==> config.mk <==
export PLATFORM = sky130hd
export DESIGN_NAME = hc_sr04_ranger
export DESIGN_NICKNAME = d
export VERILOG_FILES = /design/src/rtl/hc_sr04_ranger.sv
export SDC_FILE = /design/constraint.sdc
export NUM_CORES = 1
export LEC_CHECK = 0
export CAP_MARGIN = 10
export CORE_MARGIN = 3
export CORE_UTILIZATION = 30
export CTS_CLUSTER_DIAMETER = 120
export CTS_CLUSTER_SIZE = 8
export DETAILED_ROUTE_END_ITERATION = 10
export PLACE_DENSITY = 0.46
export SLEW_MARGIN = 20
export SYNTH_ARGS = -nofsm -noshare
export SYNTH_HDL_FRONTEND = slang
export SYNTH_SLANG_ARGS = --single-unit
export TNS_END_PERCENT = 50
==> constraint.sdc <==
create_clock -name clk -period 2.3 [get_ports clk]
set_input_delay 0.575 -clock clk [delete_from_list [all_inputs] [get_ports clk]]
set_output_delay 0.575 -clock clk [all_outputs]
set_load 0.01 [all_outputs]
==> src/rtl/hc_sr04_ranger.sv <==
// HC-SR04 ultrasonic ranger: issues the TRIG pulse, times the ECHO high width
// in clk ticks and reports it with a one-cycle valid or timeout strobe.
module hc_sr04_ranger #(
  parameter int unsigned TRIG_CYCLES    = 500,
  parameter int unsigned TIMEOUT_CYCLES = 1900000,
  parameter int unsigned PERIOD_CYCLES  = 3000000
) (
  input  logic        clk,
  input  logic        rst,
  input  logic        enable,
  input  logic        echo_in,
  output logic        trig_out,
  output logic [20:0] ticks_20ns,
  output logic        valid,
  output logic        timeout,
  output logic        busy
);

  localparam int unsigned TRIG_W = $clog2(TRIG_CYCLES + 1);
  localparam int unsigned PER_W  = $clog2(PERIOD_CYCLES + 1);

  localparam logic [TRIG_W-1:0] TRIG_LAST = TRIG_W'(TRIG_CYCLES - 1);
  localparam logic [20:0]       TO_MAX    = 21'(TIMEOUT_CYCLES);
  localparam logic [20:0]       TO_LAST   = 21'(TIMEOUT_CYCLES - 1);
  localparam logic [PER_W-1:0]  PER_MAX   = PER_W'(PERIOD_CYCLES);
  // HOLDOFF->IDLE->TRIG costs two cycles, so leave HOLDOFF two counts early
  // to land trigger starts exactly PERIOD_CYCLES apart.
  localparam logic [PER_W-1:0]  PER_EXIT  = PER_W'(PERIOD_CYCLES - 2);

  typedef enum logic [2:0] {
    IDLE,
    TRIG,
    WAIT_RISE,
    MEASURE,
    HOLDOFF
  } state_t;

  state_t            state_q, state_d;
  logic [TRIG_W-1:0] trig_cnt_q, trig_cnt_d;
  logic [20:0]       wait_cnt_q, wait_cnt_d;
  logic [20:0]       cnt_q, cnt_d;
  logic [PER_W-1:0]  period_q, period_d;
  logic [20:0]       ticks_q, ticks_d;
  logic              trig_q, trig_d;
  logic              valid_q, valid_d;
  logic              timeout_q, timeout_d;

  logic echo_meta_q, echo_s_q, echo_d_q;
  logic echo_rise, echo_fall;

  always_ff @(posedge clk) begin
    if (rst) begin
      echo_meta_q <= 1'b0;
      echo_s_q    <= 1'b0;
      echo_d_q    <= 1'b0;
    end else begin
      echo_meta_q <= echo_in;
      echo_s_q    <= echo_meta_q;
      echo_d_q    <= echo_s_q;
    end
  end

  assign echo_rise = echo_s_q & ~echo_d_q;
  assign echo_fall = ~echo_s_q & echo_d_q;

  always_comb begin
    state_d    = state_q;
    trig_cnt_d = trig_cnt_q;
    wait_cnt_d = wait_cnt_q;
    cnt_d      = cnt_q;
    ticks_d    = ticks_q;
    valid_d    = 1'b0;
    timeout_d  = 1'b0;
    period_d   = (period_q == PER_MAX) ? period_q : period_q + 1'b1;

    case (state_q)
      IDLE: begin
        if (enable) begin
          state_d    = TRIG;
          trig_cnt_d = '0;
          period_d   = '0;
        end
      end
      TRIG: begin
        if (trig_cnt_q == TRIG_LAST) begin
          state_d    = WAIT_RISE;
          wait_cnt_d = '0;
        end else begin
          trig_cnt_d = trig_cnt_q + 1'b1;
        end
      end
      WAIT_RISE: begin
        if (echo_rise) begin
          cnt_d   = 21'd1;
          state_d = MEASURE;
        end else if (wait_cnt_q == TO_LAST) begin
          timeout_d = 1'b1;
          state_d   = HOLDOFF;
        end else begin
          wait_cnt_d = wait_cnt_q + 1'b1;
        end
      end
      MEASURE: begin
        if (echo_fall) begin
          ticks_d = cnt_q;
          valid_d = 1'b1;
          state_d = HOLDOFF;
        end else if (echo_s_q && (cnt_q == TO_MAX)) begin
          timeout_d = 1'b1;
          state_d   = HOLDOFF;
        end else if (echo_s_q) begin
          cnt_d = cnt_q + 1'b1;
        end
      end
      HOLDOFF: begin
        // A stuck-high echo keeps us here so the sensor is never re-triggered mid-echo.
        if ((period_q >= PER_EXIT) && !echo_s_q) begin
          state_d = IDLE;
        end
      end
      default: begin
        state_d = IDLE;
      end
    endcase

    trig_d = (state_d == TRIG);
  end

  always_ff @(posedge clk) begin
    if (rst) begin
      state_q    <= IDLE;
      trig_cnt_q <= '0;
      wait_cnt_q <= '0;
      cnt_q      <= '0;
      period_q   <= '0;
      ticks_q    <= '0;
      trig_q     <= 1'b0;
      valid_q    <= 1'b0;
      timeout_q  <= 1'b0;
    end else begin
      state_q    <= state_d;
      trig_cnt_q <= trig_cnt_d;
      wait_cnt_q <= wait_cnt_d;
      cnt_q      <= cnt_d;
      period_q   <= period_d;
      ticks_q    <= ticks_d;
      trig_q     <= trig_d;
      valid_q    <= valid_d;
      timeout_q  <= timeout_d;
    end
  end

  assign trig_out   = trig_q;
  assign ticks_20ns = ticks_q;
  assign valid      = valid_q;
  assign timeout    = timeout_q;
  assign busy       = (state_q != IDLE);

endmodule
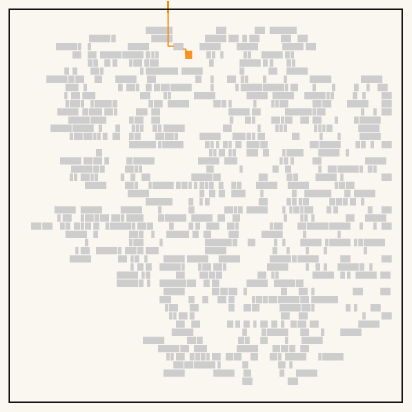
**Above:** run 1 (wires at chosen ports, followed through buffers).
Drawn at 3 px/um.
orange -> echo_in  # bits 1, direction input, edge top, end cells 1, wire 16.5 um

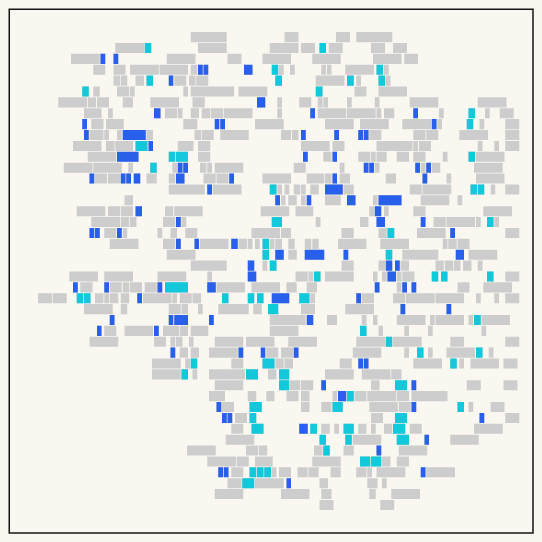
**Above:** run 1 (selected gate families).
Drawn at 4 px/um.
cyan -> inverting AOI/OAI gates  # cells 72
blue -> NOR gates  # cells 105

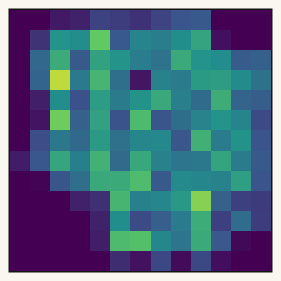
**Above:** run 1 (cell area per tile).
Drawn at 2 px/um. 13 x 13 tiles, from dark purple (low) to yellow (high), 0 to 100% covered.
densest ninth of the die = center
nearly empty tiles = 20%
mean over tiles = 31%
emptiest ninth of the die = lower left
tiles over 75% full = 2.4%
fullest tile = 90%

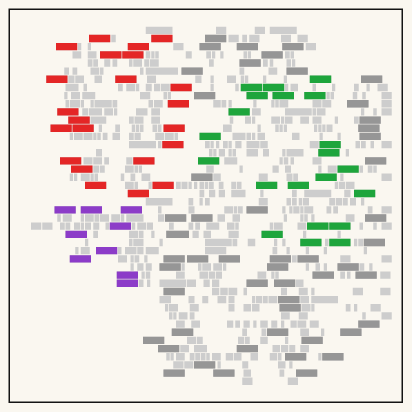
**Above:** run 1 (sequential cells grouped by signal name).
Drawn at 3 px/um. Other sequential cells in the stronger gray, the rest of the logic in the fainter gray.
red -> period_q  # flops 22
purple -> trig_cnt_q  # flops 9, where middle left
green -> cnt_q  # flops 21
not colored = 51

==> job_summary.md, run 1 <==
### Yosys + OpenROAD results

| Metric | Value |
|---|---|
| GRT Overall Usage | between 10% and 20% |
| Clock-pin slew on the worst setup and hold paths | ~0.070 ns |
| Buffers on Ports | 28 |
| Post-Syn Area | about 4700 um^2 |
| Nets | 595 |
| Ys cells | ~550 |
| Largest net degree at the start of global routing | 30 |
| Global route hottest layer | met2 |
| Met3 WL | 267 um |
| Worst setup SP type | flip-flop |
| Initial Util | between 30% and 40% |
| Core Area | between 10000 and 15000 um^2 |
| Post-layout min period | roughly 2.2 ns |
| Detail Placement HPWL | around 7 mm |
| Drt pass-1 iters | 4 |
| Hold EP | echo_s_q |
| I/O pins | 29 |
| Ys Warns | 0 |
| Clock Path Buffers | 2 |
| Post-CTS Setup Inserts | 0 |
| Register bit total from synthesis | just over 100 |
| R2r startpoint | trig_cnt_q[0] |
| Critical path required time | around 1.7 ns |
| Routed Antenna Nets | 0 |
| Sequential element share of the synthesized area | 44.31% |
| Via/cell ratio | ~5 |
| R2R Setup Slk | ~0.25 ns |
| Final Skew | a little over 0.009 ns |
| Met3 GRT Util | between 2 and 2.5% |
| Area leader share | roughly 44% |
| Final Util | 36.98% |
| Synth top cell by count | dfxtp_1 |
| EDFF count, synth | 0 |
| Setup Total Neg Slack | 0 ns |
| Max Used Layer | met4 |
| Latency at later pin | around 0.36 ns |
| Endpoints failing setup | 0 |
| CP max-delay cell | clkdlybuf4s50_1 |
| H-tree depth | 3 |
| Initial antenna violation count | 0 |
| Met1 GRT Util | about 16% |
| First DRT Iteration DRCs | roughly 210 |
| Crit path DAT | 1.58 ns |
| CTS resizes | 1 |
| LEAKAGE | 1.899 nW |
| Synth area leaders | dfxtp_1, xor2_1, nand2_1, nor2_1, a21oi_1 |
| Slew HR | between 50% and 60% |
| Worst Reg-to-Reg Cells | 6 |
| Ys async rst share | 0% |
| Ratio of cells with drive above 1 in the final layout | between 8 and 9% |
| Met2 Routed Length | around 4.5 mm |
| Met1 Wirelength | 4.940 mm |
| Distinct lib cells | 54 |
| Syn_area_per_cell | roughly 8.5 um^2 |
| Final Max Slew Viols | 0 |
| RSZ-0062 raised after global routing | false |
| First-pass GRT wire length | ~17 mm |
| Die width | roughly 130 um |
| Top_reg_cell synth | dfxtp_1 |
| CTS Hold Buffers Added | 0 |
| WL final | 9.984 mm |
| Setup CP Type | reg2out |
| HP Class | reg2reg |
| Die ar. | between 15000 and 20000 um^2 |
| Total congestion overflow | 0 |
| CP max stage delay | 0.55 ns |
| Max Cap Viol | 0 |
| PD cells | 630.4 nW/um^2 |
| Synthesized instance count | 549 |
| Max VDD drop | 0.3316 mV |
| Most common library cells after synthesis | dfxtp_1, nand2_1, nor2_1 |
| Met2 usage | around 20% |
| Hold Fails Final Rpt | 0 |
| Post-route DRC | 0 |
| Syn nets | ~560 |
| Vias in the first global route | ~3.6k |
| N_diodes | 0 |
| Hold Path Stages | 1 |
| Worst Min Path Start | echo_meta_q |
| Die Y | 130.5 um |
| Log Warnings | 29 |
| Placer Congestion | 0.7573 |
| TritonCTS clock tree | done |
| Area Overhead vs Synth | 18.12% |
| Crit path max fanout | 8 |
| Yosys Chip Area | about 4700 um^2 |
| CTS sink cnt | ~100 |
| Routed vias | around 3.8k |
| Std-Cell Rows | 44 |
| CP Cell Sequence | inv_1 -> nand2_1 -> clkdlybuf4s50_1 |
| DR WL/cell | roughly 13 um |
| Tightest Pin Transition | 0.6298 ns |
| Area leader, netlist | dfxtp_1 |
| Fillers | 1532 |
| Inserted Clock Buffers | 9 |
| Status | complete, no violations |
| Max Freq | between 400 and 500 MHz |
| Worst r2r dst | wait_cnt_q[19] |
| Worst setup EP type | output port |
| Final period util | 93.77% |
| Root buf cell | clkbuf_16 |
run 1: worst max-delay path, delay by kind of cell (launching register included):
| family | cells | cell delay [ns] |
|---|---|---|
| flops | 1 | 0.43 |
| buf+inv | 2 | 0.69 |
| simple gates | 1 | 0.12 |
run 1: registers in the layout, summed over array words and instances, names as in the netlist:
| name | cells |
|---|---|
| state_q | 3 |
| valid | 1 |
| wait_cnt_q | 21 |
| trig_cnt_q | 9 |
| period_q | 22 |
| echo_d_q | 1 |
| echo_meta_q | 1 |
| timeout | 1 |
| echo_s_q | 1 |
| ticks_20ns | 21 |
| cnt_q | 21 |
| trig_out | 1 |
run 1: cells in the final DEF (no fill, tap or decap), types with 9 or more instances in the layout:
| master | netlist | routed |
|---|---|---|
| a21oi_1 | 38 | 38 |
| and3_1 | 15 | 15 |
| buf_4 | 2 | 15 |
| clkbuf_16 | 0 | 9 |
| clkdlybuf4s50_1 | 0 | 28 |
| dfxtp_1 | 103 | 102 |
| inv_1 | 13 | 13 |
| nand2_1 | 80 | 80 |
| nand3_1 | 24 | 24 |
| nand4_1 | 12 | 12 |
| nor2_1 | 78 | 78 |
| o2111ai_1 | 10 | 10 |
| o21ai_0 | 11 | 11 |
| xnor2_1 | 16 | 16 |
| xor2_1 | 42 | 42 |
run 1: cell type report:
| class | count | area (um^2) | area share, % |
|---|---|---|---|
| Multi-Input combinational cell | 413 | 2436 | 44.32 |
| Sequential cell | 103 | 2063 | 37.54 |
| Clock buffer | 9 | 225.2 | 4.097 |
| Clock inverter | 7 | 80.08 | 1.457 |
| Inverter | 13 | 48.80 | 0.8878 |
| Tap cell | 184 | 230.2 | 4.188 |
| Timing Repair Buffer | 44 | 412.9 | 7.512 |
run 1: where the power goes:
group / leakage (nW) / switching [mW] / internal (mW)
clock: 0.148 / 0.715 / 0.857
sequential: 0.831 / 0.0111 / 1.79
combinational: 0.920 / 0.0579 / 0.0327
total: 1.90 / 0.784 / 2.68
run 1: kinds of logic (layout without fill, tap and decap cells):
group | count (synthesis) | after routing | share of synthesized area [%]
fa+ha+maj | 7 | 7 | 1.882
simple gates | 272 | 272 | 29.36
compound gates | 75 | 75 | 9.976
buf+inv | 33 | 73 | 3.334
xor+xnor | 58 | 58 | 10.92
mux | 1 | 1 | 0.2151
flops | 103 | 103 | 44.31
run 1: worst max path at each step:
stage,from,end,slack [ns]
2_1_floorplan,wait_cnt_q[0],wait_cnt_q[19],0.45
3_3_place_gp,enable,trig_cnt_q[7],0.18
3_5_place_dp,enable,trig_cnt_q[7],0.12
4_1_cts,state_q[0],busy,0.12
5_1_grt,state_q[0],busy,0.08
6_report,state_q[0],busy,0.14
run 1: stage by stage:
stage	std cells	power (mW)	hold slack [ns]	cell area (um^2)	setup slack [ns]
after global placement	757	1.935	0.4420	5190	0.1754
after detailed placement	757	1.937	0.4355	5190	0.1189
after global routing	773	3.607	0.4749	5497	0.07537
after CTS	773	3.540	0.4559	5497	0.1195
final	773	3.465	0.4445	5497	0.1432
after floorplan	549	1.901	0.4138	4653	0.4538
--- run 2 (diff from run 1) ---
Settings changed: CTS_CLUSTER_SIZE 8 to 10, SKIP_LAST_GASP set to 1.
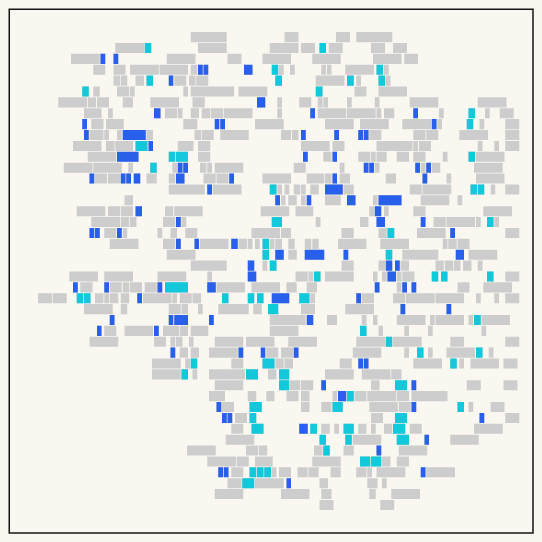
**Above:** run 2 (selected gate families).
Drawn at 4 px/um.
cyan -> inverting AOI/OAI gates  # cells 72
blue -> NOR gates  # cells 105

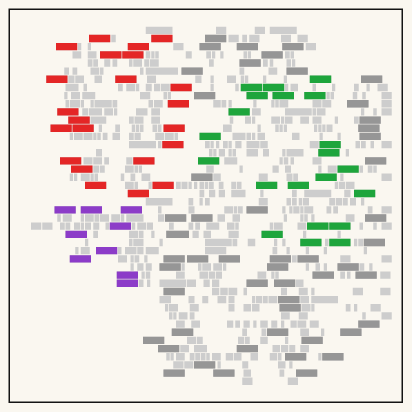
**Above:** run 2 (sequential cells grouped by signal name).
Drawn at 3 px/um. Other sequential cells in the stronger gray, the rest of the logic in the fainter gray.
purple -> trig_cnt_q  # flops 9, where middle left
red -> period_q  # flops 22
green -> cnt_q  # flops 21
not colored = 51

==> run 2 against run 1 <==
  * Via count did not move
  * Critical endpoint unchanged
  * Die size unchanged
  * Largest cell class unchanged
  * Worst setup slack unchanged
  * Cell count unchanged
  * Critical path type unchanged
  * Count of clock-buffer cells in the layout stayed put
  * Fmax is the same
  * Combinational power about the same
  * Utilization unchanged
  * Critical path depth did not move
==> job_summary.md, run 2 <==
### Yosys + OpenROAD results

| Metric | Value |
|---|---|
| CTS resizes | 1 |
| Clock Path Buffers | 2 |
| Hold EP | echo_s_q |
| Routed Antenna Nets | 0 |
| Core Area | 14860 um^2 |
| RSZ-0062 raised after global routing | false |
| Logic gate share of total power | about 2.6% |
| Switching power | just under 800 uW |
| Post-CTS Setup Inserts | 0 |
| N_diodes | 0 |
| Hold Path Stages | 1 |
| Synth area leaders | dfxtp_1, xor2_1, nand2_1, nor2_1, a21oi_1 |
| Most common library cells after synthesis | dfxtp_1, nand2_1, nor2_1 |
| Via/cell ratio | slightly below 5 |
| Nets | ~600 |
| Pwr Total | roughly 3.5 mW |
| Largest register FFs | 22 |
| Max VDD drop | between 0.3 and 0.4 mV |
| Seq. cell area | 2063 um^2 |
| Final Util | a little under two fifths |
| Setup Total Neg Slack | 0 ns |
| Status | complete, no violations |
| Final period util | 93.77% |
| Ratio of cells with drive above 1 in the final layout | between 8 and 9% |
| Sequential power share | 52.0% |
| Largest net degree at the start of global routing | 30 |
| Crit path max fanout | 8 |
| Hold Fails Final Rpt | 0 |
| Std-Cell Rows | between 40 and 50 |
| R2r startpoint | trig_cnt_q[0] |
| Die width | roughly 130 um |
| Synthesized instance count | 549 |
| GRT Overall Usage | 12.48% |
| Crit path DAT | around 1.6 ns |
| Worst hold slack | 0.4445 ns |
| Slew HR | ~58% |
| Die ar. | around 17000 um^2 |
| LEAKAGE | approximately 1.9 nW |
| Pint | 2.681 mW |
| Finished Layout Cells | approximately 770 |
| Fin area | roughly 5500 um^2 |
| Ys cells | 549 |
| Post-layout min period | 2.157 ns |
| Buffers on Ports | 28 |
| Worst Reg-to-Reg Cells | 6 |
| Vias in the first global route | approximately 3.6k |
| Syn nets | 560 |
| Detail Placement HPWL | ~7.2 mm |
| Post-route DRC | 0 |
| Log Warnings | 29 |
| CTS Hold Buffers Added | 0 |
| Worst r2r dst | wait_cnt_q[19] |
| Worst Min Path Start | echo_meta_q |
| Routed vias | 3762 |
| Syn_area_per_cell | between 8 and 9 um^2 |
| Register bit total from synthesis | 103 |
| CP max stage delay | 0.55 ns |
| Tightest Pin Transition | roughly 0.63 ns |
| Worst path bufs/invs | 2 |
| Area leader, netlist | dfxtp_1 |
| EDFF count, synth | 0 |
| Inserted Clock Buffers | 9 |
| Final Max Slew Viols | 0 |
| Clock-pin slew on the worst setup and hold paths | 0.07 ns |
| Initial Util | approximately 31% |
| Area Overhead vs Synth | 18.12% |
| Ys async rst share | 0% |
| Sw frac | 22.64% |
| Fillers | roughly 1.5k |
| Max Cap Viol | 0 |
| Synth top cell by count | dfxtp_1 |
| Critical path required time | between 1.5 and 2 ns |
| Post-Syn Area | 4653 um^2 |
| Pre-CTS setup slack | about 0.12 ns |
| Sequential element share of the synthesized area | 44.31% |
| Placed Cells | 757 |
| Logic area | between 2000 and 2500 um^2 |
| Setup CP Type | reg2out |
| TritonCTS clock tree | done |
| Total congestion overflow | 0 |
| Yosys Chip Area | 4653 um^2 |
| R2R Setup Slk | 0.25 ns |
| Worst setup SP type | flip-flop |
| PD cells | ~630 nW/um^2 |
| Delay-heaviest family, CP | buffers and inverters |
| Distinct lib cells | 54 |
| Placer Congestion | around 0.76 |
| HP Class | reg2reg |
| CP Cell Sequence | inv_1 -> nand2_1 -> clkdlybuf4s50_1 |
| CP max-delay cell | clkdlybuf4s50_1 |
| Setup crit start | state_q[0] |
| First-pass GRT wire length | 17.14 mm |
| Drt pass-1 iters | 4 |
| Root buf cell | clkbuf_16 |
| Commonest Layout Cell | dfxtp_1 |
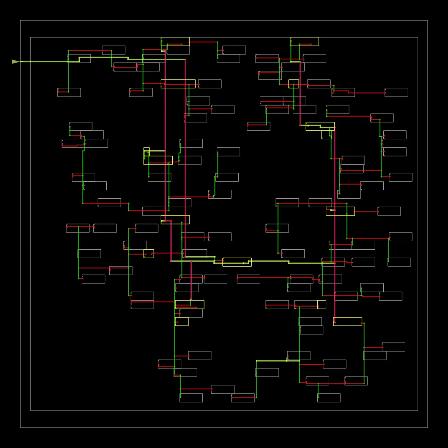
**Above:** run 2 (clock wiring as the flow saved it).
Final Skew: 0.009316 ns
CTS sink cnt: 103
Latency at later pin: 0.36 ns
Flop Count: 103

run 2: cell counts after synthesis:
No cell type changed its count.
run 2: power groups by stage:
stage               sequential (mW)  clock, mW  combinational, mW
finish                         1.80       1.57             0.0906
detailed placement             1.84          0             0.0929
global placement               1.84          0             0.0913
global route                   1.80       1.70              0.100
CTS                            1.80       1.64             0.0931
floorplan                      1.84          0             0.0599
run 2: kinds of logic (layout without fill, tap and decap cells):
group	Yosys count	after routing	share of synthesized area (%)
XOR/XNOR	58	58	10.92
adder cells (fa/ha/maj)	7	7	1.882
multiplexers	1	1	0.2151
AND-OR/OR-AND	75	75	9.976
buffers and inverters	33	73	3.334
flip-flops	103	103	44.31
AND/OR/NAND/NOR	272	272	29.36
run 2: routing by layer:
layer  global-route usage (%)  vias up  part of all wire [%]
li1                         -     1952                     -
met1                    16.32     1752                    49
met2                    19.57       44                    46
met3                    2.480       14                   2.7
met4                    6.352        0                   2.3
met5                        0        -                     0
run 2: worst max path at each step:
stage                           to  slack, ns  cells past startpoint
global placement     trig_cnt_q[7]       0.18                      7
CTS                           busy       0.12                      3
global route                  busy       0.08                      3
finish                        busy       0.14                      3
detailed placement   trig_cnt_q[7]       0.12                      7
floorplan           wait_cnt_q[19]       0.45                      8
run 2: worst reg2reg max path: cells and delay by family (launching register included):
family	cells	cell delay, ns
and+or+nand+nor	4	1.28
adders and majority gates	1	0.20
DFF	1	0.38
AOI/OAI and AO/OA	1	0.14
run 2: area by class of cell:
| class | count | area share, % |
|---|---|---|
| multi-input combinational | 413 | 44.32 |
| sequential | 103 | 37.54 |
| timing repair buffer | 44 | 7.512 |
| tap | 184 | 4.188 |
| clock buffer | 9 | 4.097 |
| clock inverter | 7 | 1.457 |
| inverter | 13 | 0.8878 |
--- run 3 (diff from run 2) ---
Settings changed: HOLD_SLACK_MARGIN set to 0.02.
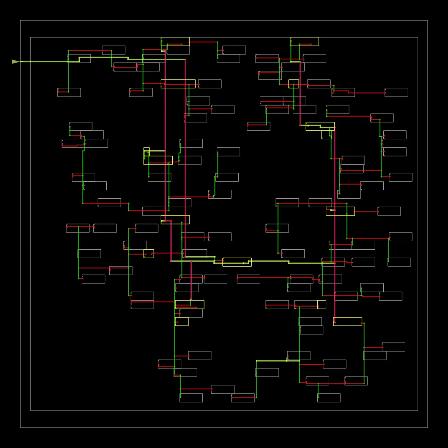
**Above:** run 3 (clock wiring as the flow saved it).
P_clk: 1.57 mW
# clk buffers: 9
Inserted Clock Buffers: 9

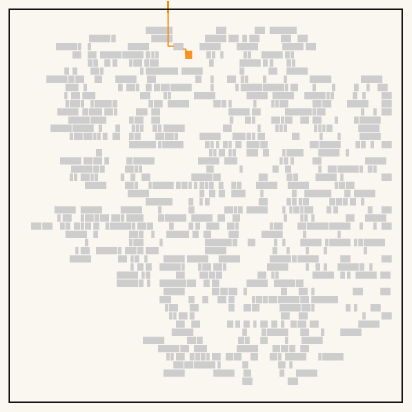
**Above:** run 3 (wires at chosen ports, followed through buffers).
Drawn at 3 px/um.
orange -> echo_in  # bits 1, direction input, edge top, end cells 1, wire 16.5 um

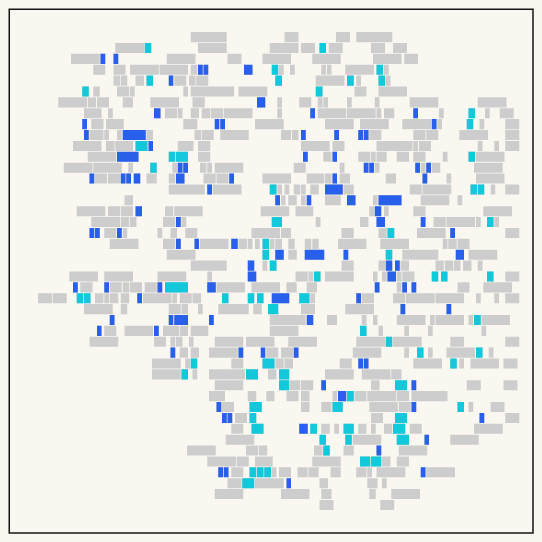
**Above:** run 3 (selected gate families).
Drawn at 4 px/um.
cyan -> inverting AOI/OAI gates  # cells 72
blue -> NOR gates  # cells 105

==> run 3 against run 2 <==
  * Combinational power is essentially flat
  * Non-clock buffer count unchanged
  * Global-route usage unchanged
  * Fmax is the same
  * Sequential power hardly changed
  * Clock power about the same
  * Critical endpoint unchanged
  * Highest routed layer unchanged
==> job_summary.md, run 3 <==
### Yosys + OpenROAD results

| Metric | Value |
|---|---|
| Worst setup SP type | flip-flop |
| Placed Cells | around 760 |
| Clock Path Buffers | 2 |
| Max Cap Viol | 0 |
| Tightest Pin Transition | between 0.6 and 0.7 ns |
| Status | complete, no violations |
| Syn_area_per_cell | 8.476 um^2 |
| Sequential element share of the synthesized area | 44.31% |
| Top cells excl fill/tap | dfxtp_1, nand2_1, nor2_1 |
| I/O pins | 29 |
| Via/cell ratio | between 4 and 5 |
| Total congestion overflow | 0 |
| Slew HR | about 58% |
| Sequential power share | between 50% and 60% |
| First DRT Iteration DRCs | between 200 and 250 |
| TritonCTS clock tree | done |
| Top_reg_cell synth | dfxtp_1 |
| N_diodes | 0 |
| Area leader, netlist | dfxtp_1 |
| H-tree depth | 3 |
| Setup CP Type | reg2out |
| Area leader share | between 40% and 50% |
| Ys async rst share | 0% |
| CP max stage delay | between 0.5 and 0.6 ns |
| Latency at later pin | about 0.36 ns |
| CP Cell Sequence | inv_1 -> nand2_1 -> clkdlybuf4s50_1 |
| Pint | 2.681 mW |
| Yosys Chip Area | roughly 4700 um^2 |
| Final Skew | 0.009316 ns |
| Register bit total from synthesis | 103 |
| Clock-pin slew on the worst setup and hold paths | roughly 0.07 ns |
| Hold Fails Final Rpt | 0 |
| Crit path max fanout | 8 |
| Worst path bufs/invs | 2 |
| Max VDD drop | around 0.33 mV |
| Ratio of cells with drive above 1 in the final layout | around 8.7% |
| CTS sink cnt | between 100 and 150 |
| Crit path DAT | 1.58 ns |
| Logic gate share of total power | 2.6% |
| Detail Placement HPWL | slightly above 7 mm |
| Worst Reg-to-Reg Cells | 6 |
| EDFF count, synth | 0 |
| Routed vias | between 3k and 4k |
| Most common library cells after synthesis | dfxtp_1, nand2_1, nor2_1 |
| HP Class | reg2reg |
| Post-route DRC | 0 |
| Largest net degree at the start of global routing | 30 |
| DR WL/cell | roughly 13 um |
| Synthesized instance count | between 500 and 600 |
| Worst setup EP type | output port |
| Die ar. | 17040 um^2 |
| Distinct lib cells | around 54 |
| Worst path depth | 3 |
| Ys cells | 549 |
| Register with the most flip-flops | period_q |
| GRT Overall Usage | between 10% and 20% |
| Switching power | 784.4 uW |
| Placer Congestion | about 0.76 |
| Std-Cell Rows | approximately 44 |
| Setup Total Neg Slack | 0 ns |
| WL final | between 9 and 10 mm |
| Synth top cell by count | dfxtp_1 |
| Routed Antenna Nets | 0 |
| Max Freq | 463.7 MHz |
==> run 3: stage by stage <==
step | util, % | total power [mW] | hold slack, ns | cell area, um^2
after global placement | 34.92 | 1.935 | 0.4420 | 5190
after global routing | 36.98 | 3.607 | 0.4749 | 5497
after floorplan | - | 1.901 | 0.4138 | 4653
after detailed placement | 34.92 | 1.937 | 0.4355 | 5190
after CTS | 36.98 | 3.540 | 0.4559 | 5497
final | 36.98 | 3.465 | 0.4445 | 5497
==> run 3: per-layer routing <==
layer | wire, um | global-route usage (%) | vias to the layer above
li1 | - | - | 1952
met1 | 4940 | 16.32 | 1752
met2 | 4548 | 19.57 | 44
met3 | 267 | 2.480 | 14
met4 | 227 | 6.352 | 0
met5 | 0 | 0 | -
==> run 3: final timing paths <==
kind / from / endpoint / slack [ns]
max: state_q[0] / busy / 0.14
min: echo_meta_q / echo_s_q / 0.44
max reg2reg: trig_cnt_q[0] / wait_cnt_q[19] / 0.25
min reg2reg: echo_meta_q / echo_s_q / 0.44
==> run 3: timing repair <==
action / CTS / global route
endpoints found under the setup margin: 1 / 0
hold buffers: 0 / 0
gates resized: 1 / 0
==> run 3: cells by family after synthesis <==
logic type | synth area share, %
simple gates | 29.36
flops | 44.31
compound gates | 9.976
xor+xnor | 10.92
buf+inv | 3.334
fa+ha+maj | 1.882
mux | 0.2151
==> run 3: final cells by class <==
type                            count  area [um^2]
Timing Repair Buffer               44        412.9
Tap cell                          184        230.2
Fill cell                        1532         9368
Clock inverter                      7        80.08
Multi-Input combinational cell    413         2436
Clock buffer                        9        225.2
Sequential cell                   103         2063
Inverter                           13        48.80
==> run 3: worst reg2reg max path: cells and delay by family, from the launching register on <==
kind                     cells  cell delay, ns
AND-OR/OR-AND                1            0.14
flip-flops                   1            0.38
AND/OR/NAND/NOR              4            1.28
adder cells (fa/ha/maj)      1            0.20
==> run 3: power groups by stage <==
stage          sequential [mW]  clock (mW)  combinational (mW)
4_1_cts                   1.80        1.64              0.0931
3_3_place_gp              1.84           0              0.0913
3_5_place_dp              1.84           0              0.0929
5_1_grt                   1.80        1.70               0.100
2_1_floorplan             1.84           0              0.0599
6_report                  1.80        1.57              0.0906
Power and IR drop assume default switching activity.
